$ cat src/rtl/exhaustive_stim_gen_if.sv
// rtl/exhaustive_stim_gen_if.sv - control, stimulus and signature bundle of the exhaustive stimulus generator
interface exhaustive_stim_gen_if #(
    parameter int IN_W  = 3,
    parameter int OUT_W = 3,
    parameter int SIG_W = 16
);
    logic             start;
    logic [1:0]       mode;
    logic [OUT_W-1:0] resp;
    logic [IN_W-1:0]  stim;
    logic             stim_valid;
    logic [IN_W-1:0]  vec_idx;
    logic             busy;
    logic             done;
    logic [SIG_W-1:0] signature;

    modport master (
        input  start, mode, resp,
        output stim, stim_valid, vec_idx, busy, done, signature
    );

    modport slave (
        output start, mode, resp,
        input  stim, stim_valid, vec_idx, busy, done, signature
    );
endinterface

$ cat src/rtl/exhaustive_stim_gen.sv
// rtl/exhaustive_stim_gen.sv - sweeps every IN_W-bit vector in up/down/Gray order and folds responses into a MISR
module exhaustive_stim_gen #(
    parameter int               IN_W  = 3,
    parameter int               OUT_W = 3,
    parameter int               HOLD  = 1,
    parameter int               SIG_W = 16,
    parameter logic [SIG_W-1:0] POLY  = 16'h1021,
    parameter logic [SIG_W-1:0] SEED  = '0
) (
    input logic                   clk,
    input logic                   reset,
    exhaustive_stim_gen_if.master bus
);
    localparam int HW = (HOLD > 1) ? $clog2(HOLD) : 1;
    localparam logic [IN_W-1:0] LAST_IDX  = {IN_W{1'b1}};
    localparam logic [HW-1:0]   LAST_HOLD = HW'(HOLD - 1);

    typedef enum logic [1:0] {S_IDLE, S_RUN, S_DONE} state_t;

    state_t           state;
    state_t           state_nx;
    logic [IN_W-1:0]  vec_idx;
    logic [HW-1:0]    hold_cnt;
    logic [1:0]       mode_q;
    logic [SIG_W-1:0] signature;
    logic [SIG_W-1:0] sig_nx;
    logic             start_ok;
    logic             sample;
    logic             last;

    assign start_ok = bus.start && (state != S_RUN);
    assign sample   = (state == S_RUN) && (hold_cnt == LAST_HOLD);
    assign last     = (vec_idx == LAST_IDX);
    assign sig_nx   = {signature[SIG_W-2:0], 1'b0}
                    ^ (signature[SIG_W-1] ? POLY : '0)
                    ^ SIG_W'(bus.resp);

    always_ff @(posedge clk) begin
        if (reset) begin
            state     <= S_IDLE;
            vec_idx   <= '0;
            hold_cnt  <= '0;
            mode_q    <= 2'b00;
            signature <= SEED;
        end else begin
            state <= state_nx;
            if (start_ok) begin
                mode_q    <= bus.mode;
                vec_idx   <= '0;
                hold_cnt  <= '0;
                signature <= SEED;
            end else if (state == S_RUN) begin
                if (sample) begin
                    signature <= sig_nx;
                    // The final vector is not advanced so vec_idx never wraps within a sweep
                    if (!last) begin
                        vec_idx  <= vec_idx + 1'b1;
                        hold_cnt <= '0;
                    end
                end else begin
                    hold_cnt <= hold_cnt + 1'b1;
                end
            end
        end
    end

    always_comb begin
        state_nx = state;
        case (state)
            S_IDLE:  if (bus.start) state_nx = S_RUN;
            S_RUN:   if (sample && last) state_nx = S_DONE;
            S_DONE:  if (bus.start) state_nx = S_RUN;
            default: state_nx = S_IDLE;
        endcase
    end

    always_comb begin
        bus.busy       = (state == S_RUN);
        bus.stim_valid = (state == S_RUN);
        bus.done       = (state == S_DONE);
        bus.vec_idx    = vec_idx;
        bus.signature  = signature;
        bus.stim       = '0;
        if (state == S_RUN) begin
            case (mode_q)
                2'b01:   bus.stim = ~vec_idx;
                2'b10:   bus.stim = vec_idx ^ (vec_idx >> 1);
                default: bus.stim = vec_idx;
            endcase
        end
    end
endmodule

$ cat src/flat_wrapper.sv
// flat-port wrapper written by rule: the top's interface ports become plain ports
module exhaustive_stim_gen_flat 
#(
    parameter int               IN_W  = 3,
    parameter int               OUT_W = 3,
    parameter int               HOLD  = 1,
    parameter int               SIG_W = 16,
    parameter logic [SIG_W-1:0] POLY  = 16'h1021,
    parameter logic [SIG_W-1:0] SEED  = '0
)
  (clk, reset, bus_start, bus_mode, bus_resp, bus_stim, bus_stim_valid, bus_vec_idx, bus_busy, bus_done, bus_signature);
  exhaustive_stim_gen_if #(.IN_W(IN_W), .OUT_W(OUT_W), .SIG_W(SIG_W)) bus_i ();
  input logic clk;
  input logic reset;
  input wire logic [$bits(bus_i.start)-1:0] bus_start;
  input wire logic [$bits(bus_i.mode)-1:0] bus_mode;
  input wire logic [$bits(bus_i.resp)-1:0] bus_resp;
  output wire logic [$bits(bus_i.stim)-1:0] bus_stim;
  output wire logic [$bits(bus_i.stim_valid)-1:0] bus_stim_valid;
  output wire logic [$bits(bus_i.vec_idx)-1:0] bus_vec_idx;
  output wire logic [$bits(bus_i.busy)-1:0] bus_busy;
  output wire logic [$bits(bus_i.done)-1:0] bus_done;
  output wire logic [$bits(bus_i.signature)-1:0] bus_signature;
  assign bus_i.start = bus_start;
  assign bus_i.mode = bus_mode;
  assign bus_i.resp = bus_resp;
  assign bus_stim = bus_i.stim;
  assign bus_stim_valid = bus_i.stim_valid;
  assign bus_vec_idx = bus_i.vec_idx;
  assign bus_busy = bus_i.busy;
  assign bus_done = bus_i.done;
  assign bus_signature = bus_i.signature;
  exhaustive_stim_gen #(.IN_W(IN_W), .OUT_W(OUT_W), .HOLD(HOLD), .SIG_W(SIG_W), .POLY(POLY), .SEED(SEED)) u_core (.clk(clk), .reset(reset), .bus(bus_i));
endmodule
$ cat config.mk
export PLATFORM = sky130hd
export DESIGN_NAME = exhaustive_stim_gen_flat
export DESIGN_NICKNAME = d
export VERILOG_FILES = /design/src/rtl/exhaustive_stim_gen_if.sv /design/src/rtl/exhaustive_stim_gen.sv /design/src/flat_wrapper.sv
export SDC_FILE = /design/constraint.sdc
export NUM_CORES = 1
export LEC_CHECK = 0
export CAP_MARGIN = 20
export CORE_UTILIZATION = 50
export DETAILED_ROUTE_END_ITERATION = 8
export GPL_TIMING_DRIVEN = 1
export PLACE_DENSITY = 0.94
export SKIP_LAST_GASP = 1
export SYNTH_ARGS = -nofsm -noshare
export SYNTH_HDL_FRONTEND = slang
export SYNTH_SLANG_ARGS = --single-unit
$ cat constraint.sdc
create_clock -name clk -period 4 [get_ports clk]
set_input_delay 0.8 -clock clk [delete_from_list [all_inputs] [get_ports clk]]
set_output_delay 0.8 -clock clk [all_outputs]
set_load 0.02 [all_outputs]
**Signal wires on met2**

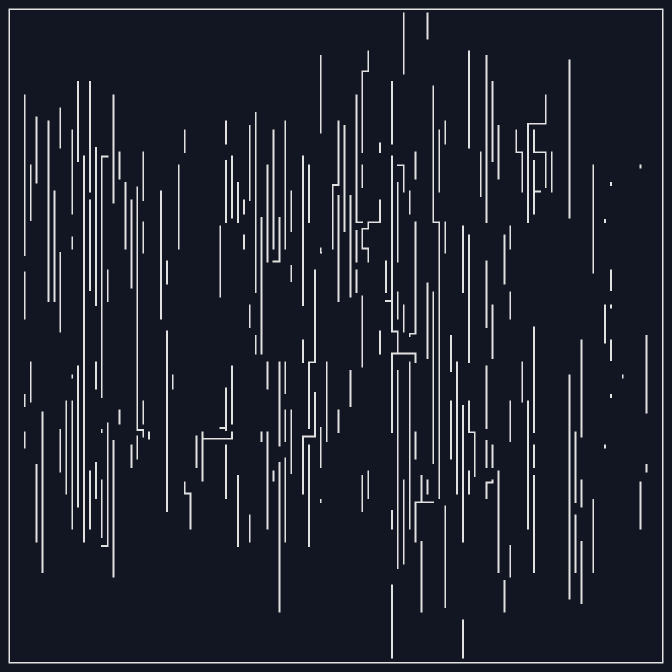
nets with wire on the layer = 144
wire length on this layer = 1100 um
longest straight run = 29.9 um
share of all routed wire = 50%

**Track usage over the die**

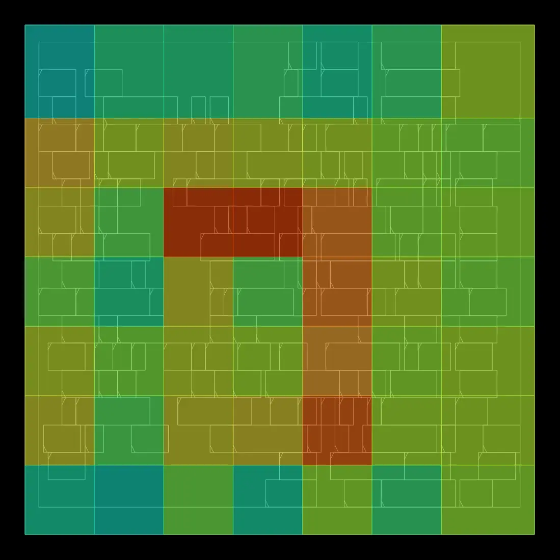
busiest layer in global routing: met2
average detailed-routed wire length per instance: 12.0 um
final core utilization: 0.658
routing usage on met2: 0.360

==> impl_metrics.json <==
{
  "worst_pin_slew_ns": 0.670,
  "rr_endpoint": "u_core.bus.vec_idx[0]$_SDFFE_PP0P_",
  "layout.nonclk_buf_frac": 0.225,
  "fin_area_um2": 1460,
  "final_layout_top_logic_cells": "clkdlybuf4s50_1, nand2_1, dfxtp_1",
  "final.period_utilization": 0.757,
  "wl_met1_um": 950,
  "gr_met1_demand_resource": 0.209,
  "rows": 17,
  "finalHoldWorstSlack_ns": 0.480,
  "achievable-frequency_mhz": 330,
  "global_route.overflow_total": 0,
  "ff2ff_setup_slack_ns": 2.38,
  "number_of_buffers_on_the_longest_clock_path": 2,
  "adder_share": 0.0529,
  "post_cts_buffers": 0,
  "antenna_violating_nets_post_route": 0,
  "crit_path_end_kind": "output pin",
  "synth.comb.largest_family": "simple AND/OR/NAND/NOR gates",
  "critPathLaunchType": "flip-flop",
  "num_io_pins": 33,
  "fp.dieArea_um2": 2570,
  "grt_antenna_before_repair": 0,
  "cts.hold.buffers_added": 0,
  "synth.mux.area_fraction": 0,
  "warnings": 28,
  "layout_top_cell": "clkdlybuf4s50_1",
  "power-per-cell-area_nw_per_um2": 311,
  "cts_tree": "yes",
  "grt_first_pass_wirelength_um": 3730,
  "clock_sinks": 24,
  "die-width_um": 50.7,
  "highest_ir_drop_seen_on_vdd_mv": 0.242,
  "core_region_area_um2": 2210,
  "synthesized_area_fraction_occupied_by_and_or_nand_nor_cells": 0.189,
  "cts-root-buf": "clkbuf_4",
  "flow.area_growth_from_synthesis_pct": 23.0,
  "ff_count": 24,
  "comb-cell-share": 0.383,
  "run_status": "finished, final reports clean"
}
## flip-flops by register name, indices dropped and copies added (netlist names)
| register | flops |
|---|---|
| u_core.bus.signature | 16 |
| u_core.bus.vec_idx | 3 |
| u_core.hold_cnt | 1 |
| u_core.mode_q | 2 |
| u_core.state | 2 |
## cell usage after synthesis
library cell / n / share of area
nor2b_1: 2 / 0.011
buf_2: 5 / 0.021
dfxtp_1: 24 / 0.41
a211oi_2: 5 / 0.053
a22oi_1: 1 / 0.0063
buf_4: 12 / 0.076
nand3_1: 2 / 0.0085
a221oi_1: 1 / 0.0074
a21o_1: 1 / 0.0063
buf_6: 1 / 0.0095
xnor2_1: 6 / 0.044
nand3b_1: 1 / 0.0063
nor3b_2: 1 / 0.011
a21oi_1: 19 / 0.080
ha_1: 5 / 0.053
or3_1: 1 / 0.0053
inv_1: 4 / 0.013
a211oi_1: 1 / 0.0063
nand2_1: 25 / 0.079
or3b_1: 2 / 0.015
nor4b_2: 1 / 0.013
nand2b_1: 3 / 0.016
nor2_1: 8 / 0.025
o21ai_0: 6 / 0.025
inv_2: 1 / 0.0032
## power breakdown
part	internal, uW	switching [uW]	leakage (uW)
Sequential	245	6.06	0.000195
Combinational	33.2	42.2	0.000276
Clock	55.7	70.4	0.0000210
Total	334	119	0.000491
## cell families (layout without fill, tap and decap cells)
| group | Yosys count | in the layout |
|---|---|---|
| AND/OR/NAND/NOR | 46 | 46 |
| buffers and inverters | 23 | 42 |
| AND-OR/OR-AND | 34 | 34 |
| adder cells (fa/ha/maj) | 5 | 5 |
| flip-flops | 24 | 24 |
| XOR/XNOR | 6 | 6 |
## worst max-delay path, stage by stage (launching register included)
cell and delay [ns]:
dfxtp_1 0.37, inv_1 0.07, ha_1 0.35, or3b_1 0.36, a21oi_1 0.14, clkdlybuf4s50_1 0.63
No activity file was given, so power comes from the tool's default toggle rates.
